**Run 1: metal 1**

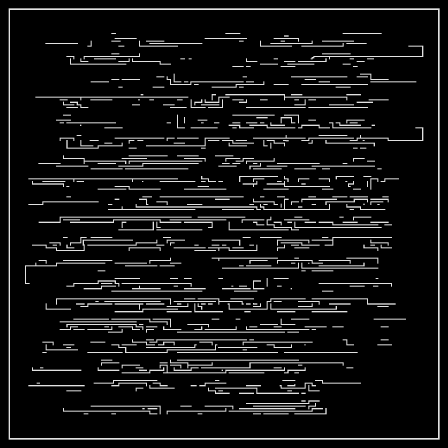
**Run 1: the metal 2 layer**

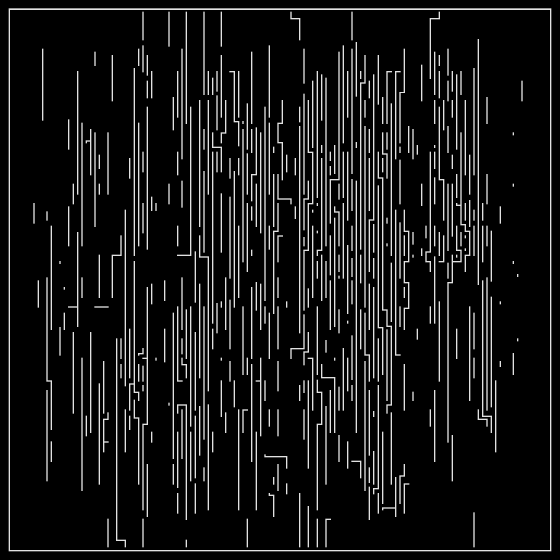
**Run 1: metal 3**

Bar = 20 µm.
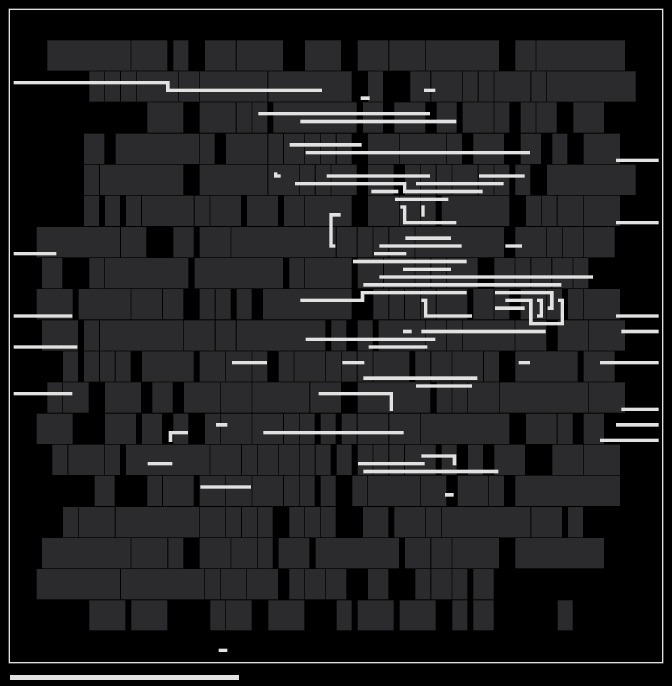
**Run 1: congestion heat map**

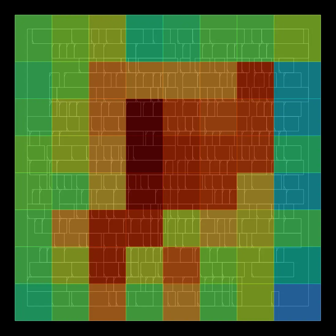
Design vga_mode_ctrl_flat, sky130hd; sources not shown.
==> notes.md, run 1 <==
impl run done, here's what came out: outcome=finished, violations left, failing checks=setup timing, root buffer cell=sky130_fd_sc_hd__clkbuf_4, static leakage power=1.06 nW, Final TNS setup=-0.116 ns, global placer's final weighted congestion=between 0.9 and 1, HPWL after detailed placement=a little under 3000 µm, Flop pwr share=0.593, number of placed instances with taps included=roughly 310, Setup WS pre-CTS=-0.172 ns, Synth warnings=0, number of cells produced by synthesis=between 200 and 250, relative contribution of combinational cells to total power=0.077, tightest hold margin=approximately 0.44 ns, max_cap viols=0, number of flip-flops and latches in the synthesized netlist=24, cells traversed along the worst timing path=inv_2 > nor2_1 > nand3_4 > nor3_4 > buf_6, Final WS setup=-0.101 ns, class of the tightest hold or removal check=reg -> reg, Req. time, crit path=1.40 ns, vias per inst=5.47, count of tool warnings=32, Initial Utilization=0.518, number of cell instances on the worst register-to-register path=8, ANT cells=0, initial antenna violation count=0, Netlist Area Pre-Place=1410 µm², CTS Hold Buffers Added=0, total setup violations reported at the end of the flow=2, clock slew at the register clock pins of the worst setup and hold paths=about 0.14 ns, PostCTS Resize Cnt=around 62, Worst Clk Skew=approximately 0.0048 ns, worst hold path cell count=1, Worst path depth=5, Antenna Nets Post-Route=0
## Picture notes: 'metal 1'
wire length on this layer: 1820 µm
nets with wire on the layer: 267
longest straight run: 20.2 µm
main direction: horizontal
share of all routed wire: 40%
met1 Resource Use GR: 0.342
routed wire length: 4560 µm
via count of the routed design: 1757

## Picture notes: 'the metal 2 layer'
wire length on this layer: 2180 µm
share of all routed wire: 48%
main direction: vertical
longest straight run: 26.5 µm
met2 GRT Util: 0.448

## Picture notes: 'metal 3'
share of all routed wire: 8.4%
wire length on this layer: 382 µm
longest straight run: 19.3 µm
main direction: horizontal
met3 capacity usage during global routing: 0.0340

## Picture notes: 'congestion heat map'
Post-Route Utilization: 0.803
total global-route track usage: 0.265

[run 1: cell type report]
cell class,instances,area [µm²]
Multi-Input combinational cell,152,870
Timing Repair Buffer,74,598
Fill cell,191,533
Sequential cell,24,494
Inverter,36,140
Tap cell,31,38.8
Clock buffer,4,36.3
[run 1: synth_stat cells, types with 2 or more instances]
library cell | number | area share
sky130_fd_sc_hd__nor3_1 | 11 | 0.039
sky130_fd_sc_hd__xor2_1 | 3 | 0.019
sky130_fd_sc_hd__buf_4 | 2 | 0.011
sky130_fd_sc_hd__nand4_1 | 9 | 0.040
sky130_fd_sc_hd__nor4_1 | 3 | 0.013
sky130_fd_sc_hd__dfxtp_1 | 24 | 0.34
sky130_fd_sc_hd__nor2_2 | 3 | 0.013
sky130_fd_sc_hd__nand2_1 | 46 | 0.12
sky130_fd_sc_hd__o21ai_0 | 3 | 0.011
sky130_fd_sc_hd__nor2_1 | 38 | 0.10
sky130_fd_sc_hd__nand3_1 | 15 | 0.053
sky130_fd_sc_hd__ha_1 | 6 | 0.053
sky130_fd_sc_hd__a21oi_1 | 7 | 0.025
sky130_fd_sc_hd__inv_1 | 35 | 0.094
[run 1: cell families after synthesis]
kind of cell | after synthesis | share of synthesized area
adders and majority gates | 6 | 0.0534
other | 1 | 0.00267
buffers and inverters | 40 | 0.118
AOI/OAI and AO/OA | 14 | 0.0561
DFF | 24 | 0.342
and+or+nand+nor | 127 | 0.403
xor gates and xnor gates | 4 | 0.0249
[run 1: metal layers]
metal  global-route usage  part of all wire  vias to the layer above
met3               0.0340             0.084                       19
met5                    0                 0                        -
met1                0.342              0.40                      799
li1                     -                 -                      840
met4                0.106             0.039                        0
met2                0.448              0.48                       99
## Run 2: what changed since run 1
--- a/config.mk
+++ b/config.mk
@@ -6,12 +6,13 @@
 export NUM_CORES = 1
 export LEC_CHECK = 0
 export ABC_AREA = 1
+export CAP_MARGIN = 10
 export CORE_MARGIN = 2
 export CORE_UTILIZATION = 50
 export DETAILED_ROUTE_END_ITERATION = 16
 export HOLD_SLACK_MARGIN = 0.1
 export PLACE_DENSITY = 0.79
-export SETUP_SLACK_MARGIN = 0.1
+export SETUP_SLACK_MARGIN = 0.3
 export SYNTH_ARGS = -nofsm -noshare
 export SYNTH_HDL_FRONTEND = slang
 export SYNTH_SLANG_ARGS = --single-unit
==> run 2 against run 1 <==
The flow still finishes with violations (setup timing); worst hold slack improved by 0.011 ns; area after synthesis is the same; die area stayed put; clock skew is 0.0066 ns higher; combinational power is 33% higher; non-clock buffer count grew 6; clock power grew 35%; first-iteration DRC count shrank 23%; flip-flop count is the same; sequential share of layout area shrank 0.38 points; clock-buffer cell count fell by 1; via count rose by 1.4%.
==> notes.md, run 2 <==
impl run done, here's what came out: CORE AREA=between 2000 and 3000 µm², top cell types by occurrence after synthesis=sky130_fd_sc_hd__nand2_1, sky130_fd_sc_hd__nor2_1, sky130_fd_sc_hd__inv_1, H-tree Lvls=1, Synth warnings=0 (unchanged), initial antenna violation count=0 (unchanged), buffers from clock root to sink, at most=2, Synth async-reset ratio=0, layout cell share with drive strength beyond 1=0.443, total cell area at the placement stage=about 2000 µm², Req. time, crit path=1.40 ns (about the same), final layout net count=around 310, total global-route track usage=0.270 (+0.00506), clock slew at the register clock pins of the worst setup and hold paths=0.14 ns (about the same), crit path launch type=flop, cell family with the largest share of critical-path delay=simple AND/OR/NAND/NOR gates, Yosys top cell by instances=sky130_fd_sc_hd__nand2_1, Setup WS pre-CTS=-0.148 ns (+0.0243 ns), FP Rows=19, outcome=finished, violations left, Netlist Area Pre-Place=1410 µm² (unchanged), class of the tightest hold or removal check=reg -> reg, vias per inst=5.45 (-0.49%), Max Clock Freq=0.477 GHz, max_cap viols=0 (unchanged), Initial Utilization=0.518 (unchanged), number of cell instances on the worst register-to-register path=9 (+1), total setup violations reported at the end of the flow=1 (-1), Worst path depth=5 (unchanged), cell count listed in synth_stat.txt=216, number of distinct library cells after synthesis=25, count of tool warnings=33 (+3.1%), cells taking the most area after synthesis=sky130_fd_sc_hd__dfxtp_1, sky130_fd_sc_hd__nand2_1, sky130_fd_sc_hd__nor2_1, sky130_fd_sc_hd__inv_1, sky130_fd_sc_hd__ha_1, top-area cell type share of the netlist area=0.342 (unchanged), clock tree from TritonCTS=yes, CTS Hold Buffers Added=0 (unchanged), tightest hold margin=0.448 ns (+0.0107 ns), number of sinks on the clock net=24, remaining global-route overflow=0, number of DRC markers after the initial detailed-route iteration=125, library cell contributing the largest single delay on the critical path=sky130_fd_sc_hd__dfxtp_1, most common cell after layout, fill and taps aside=sky130_fd_sc_hd__buf_4, Worst Clk Skew=0.0114 ns (+0.00663 ns), wire length of the first global-routing pass=between 6000 and 7000 µm, iteration tally of the first detailed-router pass=4, Worst Path Class, Setup=reg -> out, synthesis area per yosys=~1400 µm², count of buffers from port buffering=29, critical path capture point type=primary output, ANT cells=0 (unchanged), Final TNS setup=-0.0958 ns (+0.0202 ns), worst hold path cell count=1 (unchanged), HPWL after detailed placement=2980 µm (about the same), total power after layout=approximately 940 µW, number of placed instances with taps included=309 (-0.96%), clk ins delay skew pair=~0.34 ns, commonest cells after routing, fill and taps aside=sky130_fd_sc_hd__buf_4, sky130_fd_sc_hd__nand2_1, sky130_fd_sc_hd__nor2_1, sky130_fd_sc_hd__inv_1, sky130_fd_sc_hd__buf_6, worst supply voltage drop on vdd=between 0.6 and 0.7 mV, static leakage power=1.06 nW (+0.85%), cell area after layout=between 2000 and 2500 µm², number of cells produced by synthesis=216 (unchanged), number of remaining DRC errors=0, root buffer cell=sky130_fd_sc_hd__clkbuf_4, hold violation total from the final report=0, Post-Route Utilization=0.844 (+0.0406), growth of design area from synthesis to finish=62.8%, number of flip-flops and latches in the synthesized netlist=24 (unchanged), Seq share, synth=0.342, nets in the synthesized netlist=around 230, failing checks=setup timing, Final period util=1.05, area leader, netlist=sky130_fd_sc_hd__dfxtp_1, I/O pin count=31, global placer's final weighted congestion=0.829 (-12%), Antenna Nets Post-Route=0 (unchanged), total clock buffers created by CTS=3, tally of filler cells in the layout=165 (-14%), Final WS setup=-0.0958 ns (+0.00482 ns), cells traversed along the worst timing path=inv_1 > nor2_1 > nand4_1 > nor3_4 > buf_6
run 2: logic make-up (layout without fill, tap and decap cells):
family | count (synthesis) | in the layout | share of synthesized area
simple gates | 127 | 127 | 0.403
buf+inv | 40 | 120 | 0.118
flops | 24 | 24 | 0.342
compound gates | 14 | 14 | 0.0561
fa+ha+maj | 6 | 6 | 0.0534
xor+xnor | 4 | 4 | 0.0249
other cells | 1 | 1 | 0.00267
run 2: layer usage:
| metal | wire length [µm] | part of all wire | GRT usage |
|---|---|---|---|
| met3 | 376 | 0.074 | 0.0499 |
| met2 | 2550 | 0.50 | 0.478 |
| met5 | 0 | 0 | 0 |
| met1 | 1900 | 0.38 | 0.334 |
| met4 | 231 | 0.046 | 0.0764 |
run 2: what timing repair did:
action | in CTS | in global routing
resized | 106 | 63
gates cloned | 0 | 0
pin swaps | 6 | 15
setup endpoints to repair | 27 | 36
buffers inserted | 6 | 8
run 2: cell type report:
class                      instances  area, µm²  share of cell area
sequential                        24        510               0.223
inverter                          36        138              0.0602
clock inverter                     1       30.0              0.0131
tap                               31       38.8              0.0170
timing repair buffer              80        649               0.284
multi-input combinational        152        898               0.393
clock buffer                       3       22.5             0.00985
run 2: power by group:
| part | switching (mW) | leakage (nW) | internal, mW |
|---|---|---|---|
| clock | 0.166 | 0.0279 | 0.203 |
| sequential | 0.00636 | 0.204 | 0.482 |
| combinational | 0.0481 | 0.833 | 0.0366 |
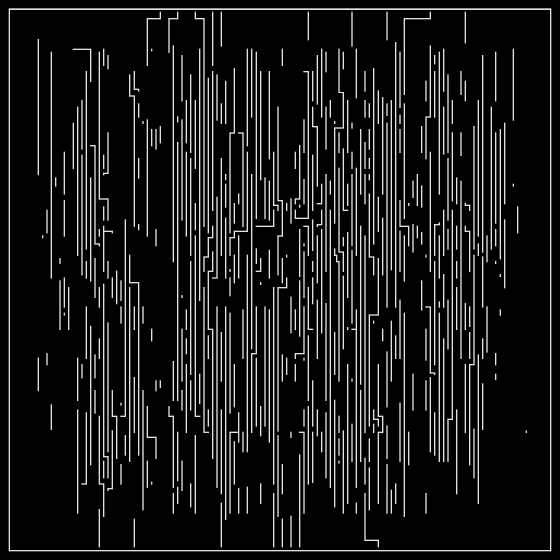
**Above:** run 2 (the metal 2 layer).
longest straight run: 29.2 µm
main direction: vertical
share of all routed wire: 50%
routed wire length: 5060 µm
met2 GRT Util: 0.478
via count of the routed design: 1781

Power is estimated from default activity; no workload was simulated.
